### Cell density map, run 1

Drawn at 6 px/um. The die is cut into 7 by 7 equal tiles; black is low, pale yellow is high, 0 to 100% covered.
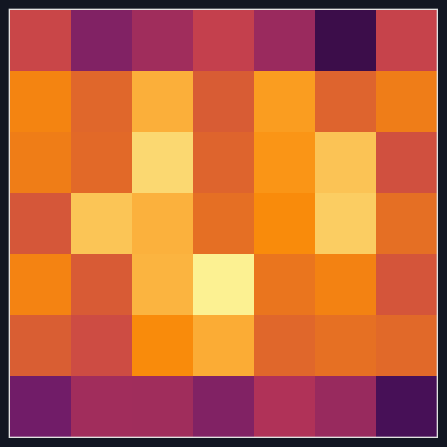
### Sequential cells coloured by netlist name, run 1

Drawn at 6 px/um. Other sequential cells in the stronger grey, the rest of the logic in the fainter grey.
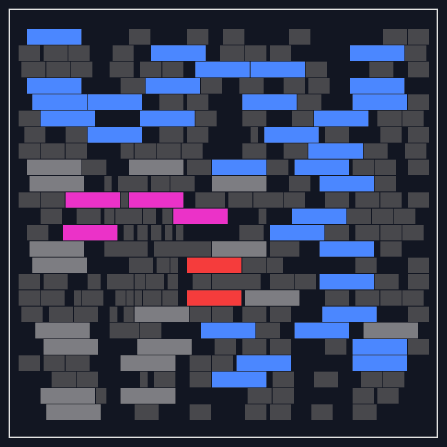
### Met2 routing, run 1

Drawn at 6 px/um.
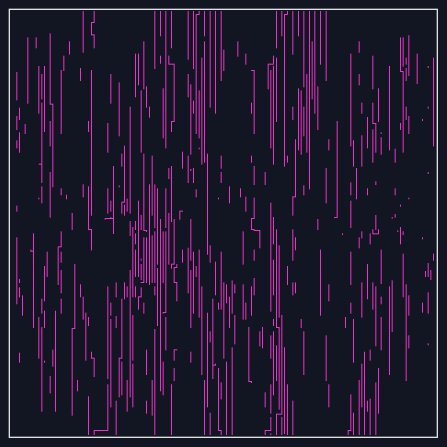
File: src/rtl/md5core_block_loader.sv
`default_nettype none
// ============================================================================
// Module      : md5core_block_loader
// Description : Pops 16-word blocks from an upstream FWFT FIFO and writes them
//               into the md5 core's 4-slot input buffer, assigning slots in
//               strict round-robin order and gating each block start on the
//               target slot's ready flag. Word 15 carries set_input_ready and
//               the block operation captured with word 0.
//               Optional statistics counters: define MD5_LOADER_STATS_EN.
// Revision    : 1.0 - initial release
// ============================================================================
module md5core_block_loader #(
  parameter int BLK_OP_MSB = 3
) (
  input  logic                  CLK,
  input  logic                  rst,
  input  logic [31:0]           src_data,
  input  logic [BLK_OP_MSB:0]   src_blk_op,
  input  logic                  src_empty,
  output logic                  src_rd_en,
  input  logic [3:0]            core_ready,
  output logic                  wr_en,
  output logic [31:0]           din,
  output logic [3:0]            wr_addr,
  output logic                  input_ctx,
  output logic                  input_seq,
  output logic [BLK_OP_MSB:0]   input_blk_op,
  output logic                  set_input_ready
`ifdef MD5_LOADER_STATS_EN
  ,
  output logic [15:0]           blk_cnt,
  output logic [15:0]           stall_cnt
`endif
);

  typedef enum logic [0:0] {
    IDLE = 1'b0,
    LOAD = 1'b1
  } state_t;

  state_t              state_q, state_d;
  logic [1:0]          ptr_q, ptr_d;
  logic [3:0]          wcnt_q, wcnt_d;
  logic [BLK_OP_MSB:0] blk_op_q, blk_op_d;
  logic                wr_en_q, wr_en_d;
  logic [31:0]         din_q, din_d;
  logic [3:0]          wr_addr_q, wr_addr_d;
  logic                input_ctx_q, input_ctx_d;
  logic                input_seq_q, input_seq_d;
  logic [BLK_OP_MSB:0] input_blk_op_q, input_blk_op_d;
  logic                set_input_ready_q, set_input_ready_d;

  logic                slot_ready;
  logic                pop;

  // Ready flags are indexed {ctx,seq}, while the pointer is {seq,ctx}.
  assign slot_ready = core_ready[{ptr_q[0], ptr_q[1]}];

  // Pop only when data is present and either a block is in flight or the
  // next slot in rotation can accept a new block; never while in reset.
  assign pop       = ~rst & ~src_empty & ((state_q == LOAD) | slot_ready);
  assign src_rd_en = pop;

  // Next-state, slot/word bookkeeping and registered write port contents.
  always_comb begin
    state_d           = state_q;
    ptr_d             = ptr_q;
    wcnt_d            = wcnt_q;
    blk_op_d          = blk_op_q;
    wr_en_d           = 1'b0;
    din_d             = din_q;
    wr_addr_d         = wr_addr_q;
    input_ctx_d       = input_ctx_q;
    input_seq_d       = input_seq_q;
    input_blk_op_d    = input_blk_op_q;
    set_input_ready_d = 1'b0;

    if (pop) begin
      wr_en_d     = 1'b1;
      din_d       = src_data;
      wr_addr_d   = wcnt_q;
      input_ctx_d = ptr_q[0];
      input_seq_d = ptr_q[1];

      if (state_q == IDLE) begin
        // Word 0: the block op is only valid alongside this word.
        blk_op_d = src_blk_op;
        wcnt_d   = 4'd1;
        state_d  = LOAD;
      end else if (wcnt_q == 4'd15) begin
        set_input_ready_d = 1'b1;
        input_blk_op_d    = blk_op_q;
        ptr_d             = ptr_q + 2'd1;
        wcnt_d            = 4'd0;
        state_d           = IDLE;
      end else begin
        wcnt_d = wcnt_q + 4'd1;
      end
    end
  end

  // State and output registers; reset abandons any partial block.
  always_ff @(posedge CLK or posedge rst) begin
    if (rst) begin
      state_q           <= IDLE;
      ptr_q             <= 2'd0;
      wcnt_q            <= 4'd0;
      blk_op_q          <= '0;
      wr_en_q           <= 1'b0;
      din_q             <= 32'd0;
      wr_addr_q         <= 4'd0;
      input_ctx_q       <= 1'b0;
      input_seq_q       <= 1'b0;
      input_blk_op_q    <= '0;
      set_input_ready_q <= 1'b0;
    end else begin
      state_q           <= state_d;
      ptr_q             <= ptr_d;
      wcnt_q            <= wcnt_d;
      blk_op_q          <= blk_op_d;
      wr_en_q           <= wr_en_d;
      din_q             <= din_d;
      wr_addr_q         <= wr_addr_d;
      input_ctx_q       <= input_ctx_d;
      input_seq_q       <= input_seq_d;
      input_blk_op_q    <= input_blk_op_d;
      set_input_ready_q <= set_input_ready_d;
    end
  end

  assign wr_en           = wr_en_q;
  assign din             = din_q;
  assign wr_addr         = wr_addr_q;
  assign input_ctx       = input_ctx_q;
  assign input_seq       = input_seq_q;
  assign input_blk_op    = input_blk_op_q;
  assign set_input_ready = set_input_ready_q;

`ifdef MD5_LOADER_STATS_EN
  logic [15:0] blk_cnt_q, blk_cnt_d;
  logic [15:0] stall_cnt_q, stall_cnt_d;

  // Saturating counters: completed blocks and cycles held for a busy slot.
  always_comb begin
    blk_cnt_d   = blk_cnt_q;
    stall_cnt_d = stall_cnt_q;
    if (set_input_ready_d && (blk_cnt_q != 16'hFFFF)) begin
      blk_cnt_d = blk_cnt_q + 16'd1;
    end
    if ((state_q == IDLE) && ~src_empty && ~slot_ready && (stall_cnt_q != 16'hFFFF)) begin
      stall_cnt_d = stall_cnt_q + 16'd1;
    end
  end

  // Counter registers.
  always_ff @(posedge CLK or posedge rst) begin
    if (rst) begin
      blk_cnt_q   <= 16'd0;
      stall_cnt_q <= 16'd0;
    end else begin
      blk_cnt_q   <= blk_cnt_d;
      stall_cnt_q <= stall_cnt_d;
    end
  end

  assign blk_cnt   = blk_cnt_q;
  assign stall_cnt = stall_cnt_q;
`endif

endmodule
`default_nettype wire

File: config.mk
export PLATFORM = sky130hd
export DESIGN_NAME = md5core_block_loader
export DESIGN_NICKNAME = d
export VERILOG_FILES = /design/src/rtl/md5core_block_loader.sv
export SDC_FILE = /design/constraint.sdc
export NUM_CORES = 1
export LEC_CHECK = 0
export CAP_MARGIN = 0
export CORE_UTILIZATION = 46
export CTS_CLUSTER_DIAMETER = 120
export DETAILED_ROUTE_END_ITERATION = 12
export GPL_TIMING_DRIVEN = 0
export PLACE_DENSITY_LB_ADDON = 0.05
export SLEW_MARGIN = 20
export SYNTH_ARGS = -nofsm -noshare
export SYNTH_HDL_FRONTEND = slang
export SYNTH_SLANG_ARGS = --single-unit
File: constraint.sdc
create_clock -name CLK -period 3.52 [get_ports CLK]
set_input_delay 0.704 -clock CLK [delete_from_list [all_inputs] [get_ports CLK]]
set_output_delay 0.704 -clock CLK [all_outputs]
set_load 0.1 [all_outputs]
==> flow_metrics.py, run 1 <==
# Physical implementation metrics
metrics = {
    "run_status": {
        "status": "finished with violations",
        "violations": "DRC",
    },
    "drt": {
        "dr.first_iter.drc_count": 55,
        "routed-via-count": 1479,
        "via_per_inst": 5.14,
        "wl_per_cell_um": 15.0,
        "drt-total-wl_mm": 4.32,
        "antenna_left": 0,
        "first_pass_iters": 9,
        "drc": 6,
    },
    "setup_path": {
        "endpoint_kind": "output pin",
        "startpoint": "rst",
        "criticalPathCategory": "input pin to output pin",
        "rrSetupSlack_ns": 1.62,
        "critPathMaxFanout": 11,
        "r2r_cells": 5,
        "start_kind": "input pin",
        "reg2reg_from": "ptr_q[1]",
        "worstPathArrival_ns": 2.66,
        "cp.required_ns": 2.82,
        "critical_path.reg2reg.endpoint": "din[28]",
    },
    "final_timing": {
        "finalHoldViolCount": 0,
        "setup_viol_count_final": 0,
        "finalClockPeriodUsage_pct": 95.5,
        "final.min_clock_period_ns": 3.36,
        "slew_violations": 0,
        "slew_headroom_pct": 33.5,
        "rsz0062_at_grt": "false",
        "skew_ns": 0.00598,
        "whs_ns": 0.493,
        "worst_pin_slew_ns": 0.994,
        "fmax_ghz": 0.297,
    },
    "global_route": {
        "overflow": 0,
        "antenna_found_initial": 0,
        "grt_max_degree": 30,
        "grt_pass1_wl_mm": 7.16,
        "grt_util_all_layers_pct": 18.4,
        "grt_pass1_vias": 1553,
    },
    "clock_tree": {
        "cts_tree": "yes",
        "htree_levels": 2,
        "clockRootBuffer": "clkbuf_8",
        "post_cts_buffers": 0,
        "clk_pin_slew_ns": 0.09,
        "cts.repair.resized": 3,
        "clock_sink_count": 55,
        "cts_hold_buffers": 0,
        "clk_latency_ns": 0.29,
        "clock_path_buffers": 2,
        "cts_buffers": 5,
    },
    "yosys": {
        "ys_warn_count": 0,
        "netlist_top_cells_count": "55 x dfrtp_1, 40 x mux2_2, 7 x mux2_1",
        "ys.flop_type": "dfrtp_1",
        "yosysMostFrequentCell": "dfrtp_1",
        "top_area_cell": "dfrtp_1",
        "yosys-stat-cells": 140,
        "yosys_area_um2": 2200,
        "top_area_share_pct": 62.6,
        "synth_cell_types": 24,
        "avgSynthCellArea_um2": 15.7,
        "synthArstFlopShare_pct": 100,
        "syn_inst": 140,
        "ys_ff": 55,
        "topCellsByArea": "dfrtp_1 63%, mux2_2 21%, mux2_1 3.6%, buf_6 2.1%, a221oi_4 1.2%",
        "ys_seq_share_pct": 62.6,
        "synth_nets": 184,
        "edf_count": 0,
        "synth_area_um2": 2200,
    },
    "placement": {
        "place_congestion": 0.736,
        "io_buffers": 87,
        "dpl.hpwl_mm": 3.37,
    },
    "finish": {
        "drive_above_1_share_pct": 25.0,
        "diodes": 0,
        "nets": 279,
        "area_growth_pct": 47.0,
        "num-fill-cells": 306,
    },
    "hold_path": {
        "holdPathEnd": "din[19]",
        "holdCritPathClass": "flip-flop to flip-flop",
        "holdPathStages": 1,
        "min_from": "din[19]",
    },
    "die": {
        "die_width_um": 71.1,
        "io_pins": 88,
        "rows": 24,
        "die_area_um2": 5060,
        "dieHeight_um": 71.1,
    },
    "flow_run": {
        "cap_violations": 0,
        "warnings": 26,
    },
}
-- 'Cell density map' (at the start) --
22% of the tiles are over 75% full. The mean over all tiles is 63%. The fullest tile reaches 97%.
Core Region: 4470 um^2
initial core utilization: 49.1%
final core utilization: 72.2%

-- 'Sequential cells coloured by netlist name' (at the start) --
Magenta is wcnt_q, placed flops 4, where left middle. Blue is din, placed flops 32, where widely spread. Red is ptr_q, placed flops 2.
Another 17 sequential cells are not coloured.

-- 'Met2 routing' (at the start) --
The longest straight run is 29.6 um. The layer holds 51% of the routed length.

==> run 1: registers in the layout, summed over array words and instances, names as in the netlist <==
name             count
ptr_q                2
state_q              1
set_input_ready      1
wr_en                1
input_seq            1
wcnt_q               4
din                 32
blk_op_q             4
input_ctx            1
wr_addr              4
input_blk_op         4
==> run 1: layer usage <==
metal | up-vias | track usage, % | wire length, um
li1 | 684 | - | -
met1 | 727 | 21.2 | 1770
met2 | 57 | 32.8 | 2220
met3 | 11 | 4.27 | 228
met4 | 0 | 7.78 | 99
met5 | - | 0 | 0
==> run 1: final cells by class <==
type | count | area (um^2) | share of cell area (%)
Multi-Input combinational cell | 76 | 753 | 23.3
Timing Repair Buffer | 88 | 886 | 27.4
Clock buffer | 7 | 76.3 | 2.36
Clock inverter | 1 | 5.00 | 0.155
Buffer | 5 | 52.6 | 1.63
Sequential cell | 55 | 1380 | 42.6
Tap cell | 52 | 65.1 | 2.01
Inverter | 4 | 15.0 | 0.465
==> run 1: worst max-delay path by stage <==
stage	end	slack, ns	cells after the start
6_report	src_rd_en	0.16	5
2_1_floorplan	src_rd_en	1.12	3
3_5_place_dp	src_rd_en	-0.55	5
4_1_cts	src_rd_en	0.02	5
3_3_place_gp	src_rd_en	-0.51	5
5_1_grt	src_rd_en	0.10	5
==> run 1: metrics by stage <==
stage / util (%) / setup TNS, ns / setup slack, ns / cell area [um^2] / std cells
2_1_floorplan: - / 0 / 1.12 / 2200 / 140
6_report: 72.2 / 0 / 0.157 / 3230 / 288
4_1_cts: 72.3 / 0 / 0.0180 / 3240 / 288
5_1_grt: 72.2 / 0 / 0.102 / 3230 / 288
3_3_place_gp: 70.0 / -0.513 / -0.513 / 3130 / 279
3_5_place_dp: 70.5 / -0.550 / -0.550 / 3150 / 280
==> run 1: cells in the final DEF, fill, tap and decap left out, drive strengths merged <==
master,instances
nand3,3
clkbuf,7
nor2,1
mux2i,2
and3,2
mux4,1
or3b,1
nor3,1
clkinv,1
and2b,1
o21ai,3
xnor2,2
or2,1
a221oi,1
dfrtp,55
a21oi,1
mux2,47
buf,7
nand2,5
o221ai,1
a31oi,1
inv,4
clkdlybuf4s50,86
nor3b,1
ha,1
==> run 1: cells by family (layout without fill, tap and decap cells) <==
kind of cell / count (synthesis) / after routing / synth area share [%]
AND/OR/NAND/NOR: 16 / 16 / 4.10
XOR/XNOR: 2 / 2 / 0.797
multiplexers: 50 / 50 / 26.0
AND-OR/OR-AND: 7 / 7 / 2.79
adder cells (fa/ha/maj): 1 / 1 / 0.569
flip-flops: 55 / 55 / 62.6
buffers and inverters: 9 / 105 / 3.07
==> run 1: critical path, stage by stage <==
cell             delay (ns)
clkdlybuf4s50_1        0.48
or2_2                  0.36
a221oi_4               0.42
buf_6                  0.24
buf_2                  0.44
### Clock nets, run 1

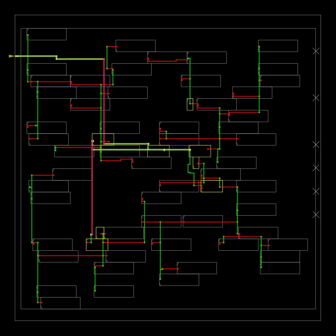

==> run 2: changes to the inputs <==
CORE_UTILIZATION = 39   (was 46)
clock period = 2.9 ns   (was 3.52 ns; I/O delays follow)
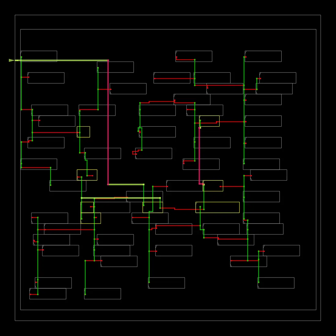
*Clock nets, run 2*
clk latency late pin: 0.30 ns
CTS sink count: 55
cts bufs inserted: 5
Seq cells: 55
Clock Skew: 0.0131 ns

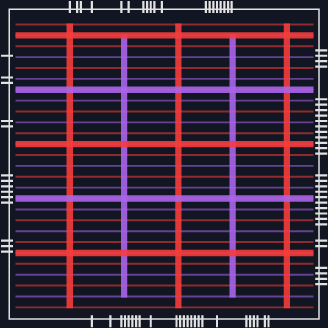
*Floorplan with the power grid, run 2*
Drawn at 4 px/um. Pins as bars on the die edge.
Red is VSS. Purple is VDD.
The core has 26 rows. 88 signal pins sit on the boundary. 5 straps on met5. 5 straps on met4.
Die Y: 77.1 um
Core Region: 5270 um^2
die width: 77.1 um

==> run 2 against run 1 <==
  * Worst setup slack better by 0.0021 ns
  * Global-route usage fell by 2.1 points
  * Critical path type unchanged
  * Core utilization down 9.6 points
  * Die size up 17%
  * Critical path depth is the same
  * Clock-buffer cell count down 2
  * Critical endpoint unchanged
  * The run now ends clean
  * Synthesized cell count did not move
  * Non-clock buffer count is 1 higher
  * Final cell count rose by 6.6%
  * Clock skew up 0.0071 ns
==> flow_metrics.py, run 2 <==
# Physical implementation metrics
metrics = {
    "clock_tree": {
        "clockRootBuffer": "clkbuf_8",
        "cts_tree": "yes",
        "clock_path_buffers": 2,
        "htree_levels": 2,
        "cts_hold_buffers": 0,
    },
    "drt": {
        "routed-via-count": 1451,
        "first_pass_iters": 4,
        "antenna_left": 0,
        "dr.first_iter.drc_count": 53,
        "drc": 0,
    },
    "yosys": {
        "synth_cell_types": 24,
        "ys_sh_xor_pct": 0.797,
        "topCombFamilyByArea": "multiplexers",
        "yosys-stat-cells": 140,
        "adder_share_pct": 0.569,
        "netlist_top_cells_count": "55 x dfrtp_1, 40 x mux2_2, 7 x mux2_1",
        "ys_warn_count": 0,
        "synth_area_um2": 2200,
        "synth-simple-area-share_pct": 4.10,
        "top_area_cell": "dfrtp_1",
        "top_area_share_pct": 62.6,
        "ys.flop_type": "dfrtp_1",
        "ys_ff": 55,
        "mux_area_share_pct": 26.0,
        "edf_count": 0,
        "topCellsByArea": "dfrtp_1 63%, mux2_2 21%, mux2_1 3.6%, buf_6 2.1%, a221oi_4 1.2%",
    },
    "final_timing": {
        "slew_violations": 0,
        "fmax_ghz": 0.365,
        "slew_headroom_pct": 33.7,
        "worst_pin_slew_ns": 0.991,
        "final.min_clock_period_ns": 2.74,
    },
    "finish": {
        "drive_above_1_share_pct": 26.2,
        "mostFrequentLayoutCell": "clkdlybuf4s50_1",
        "num-fill-cells": 428,
        "largest_reg_flops": 32,
        "nets": 280,
        "diodes": 0,
    },
    "global_route": {
        "grt_pass1_wl_mm": 7.57,
        "antenna_found_initial": 0,
        "overflow": 0,
        "grt_busiest_layer": "met2",
        "grt_max_degree": 31,
        "grtUsageMet2_pct": 27.5,
    },
    "die": {
        "io_pins": 88,
        "die_area_um2": 5940,
        "core_util_floorplan_pct": 41.7,
    },
    "setup_path": {
        "critPathMaxFanout": 11,
        "cp.required_ns": 2.32,
        "criticalPathCategory": "input pin to output pin",
        "worstPathArrival_ns": 2.16,
    },
    "placement": {
        "dpl.hpwl_mm": 3.39,
        "place_congestion": 0.757,
    },
    "run_status": {
        "status": "finished, final reports clean",
    },
}
[run 2: cell types whose count changed in the layout (fill, tap and decap cells not counted)]
cell	before	now
clkbuf_1	2	0
clkinv_4	0	1
bufinv_16	0	1
clkinv_2	1	0
buf_4	1	3
buf_2	1	0
inv_6	0	1
[run 2: what timing repair did]
action / 4_1_cts / 5_1_grt
setup endpoints to repair: 1 / 0
buffers inserted: 1 / 0
resized: 6 / 0
[run 2: cells by family after synthesis]
family | Yosys count
compound gates | 7
fa+ha+maj | 1
flops | 55
xor+xnor | 2
buf+inv | 9
mux | 50
simple gates | 16
[run 2: path summary, 6_finish.rpt]
path,endpoint,depth (start not counted),slack [ns],start
max,src_rd_en,5,0.16,rst
min reg2reg,din[26],1,0.50,din[26]
min,din[26],1,0.50,din[26]
max in group asynchronous,din[28],3,1.60,rst
min in group asynchronous,wcnt_q[2],2,0.75,rst
max reg2reg,din[3],6,1.05,ptr_q[1]
[run 2: per-layer routing]
metal	part of all wire [%]	vias up
li1	-	683
met1	42	705
met4	2.0	0
met3	5.0	8
met2	51	55
met5	0	-
[run 2: cell type report]
cell class | count | area [um^2] | area share (%)
sequential | 55 | 1380 | 41.7
timing repair buffer | 89 | 896 | 27.2
multi-input combinational | 76 | 753 | 22.8
tap | 70 | 87.6 | 2.66
clock buffer | 5 | 68.8 | 2.09
buffer | 5 | 52.6 | 1.59
clock inverter | 3 | 47.5 | 1.44
inverter | 4 | 15.0 | 0.455
[run 2: metrics by stage]
| stage | setup TNS, ns | cell area, um^2 | hold slack [ns] | setup slack [ns] | instances |
|---|---|---|---|---|---|
| finish | 0 | 3300 | 0.497 | 0.159 | 307 |
| global route | 0 | 3300 | 0.518 | 0.0930 | 307 |
| global placement | -0.881 | 3160 | 0.469 | -0.881 | 297 |
| floorplan | 0 | 2200 | 0.475 | 0.751 | 140 |
| CTS | 0 | 3300 | 0.502 | 0.173 | 307 |
| detailed placement | -0.921 | 3180 | 0.478 | -0.921 | 298 |
[run 2: critical path: stages]
cell,delay [ns]
clkdlybuf4s50_1,0.49
or2_2,0.36
a221oi_4,0.22
buf_6,0.20
buf_4,0.30
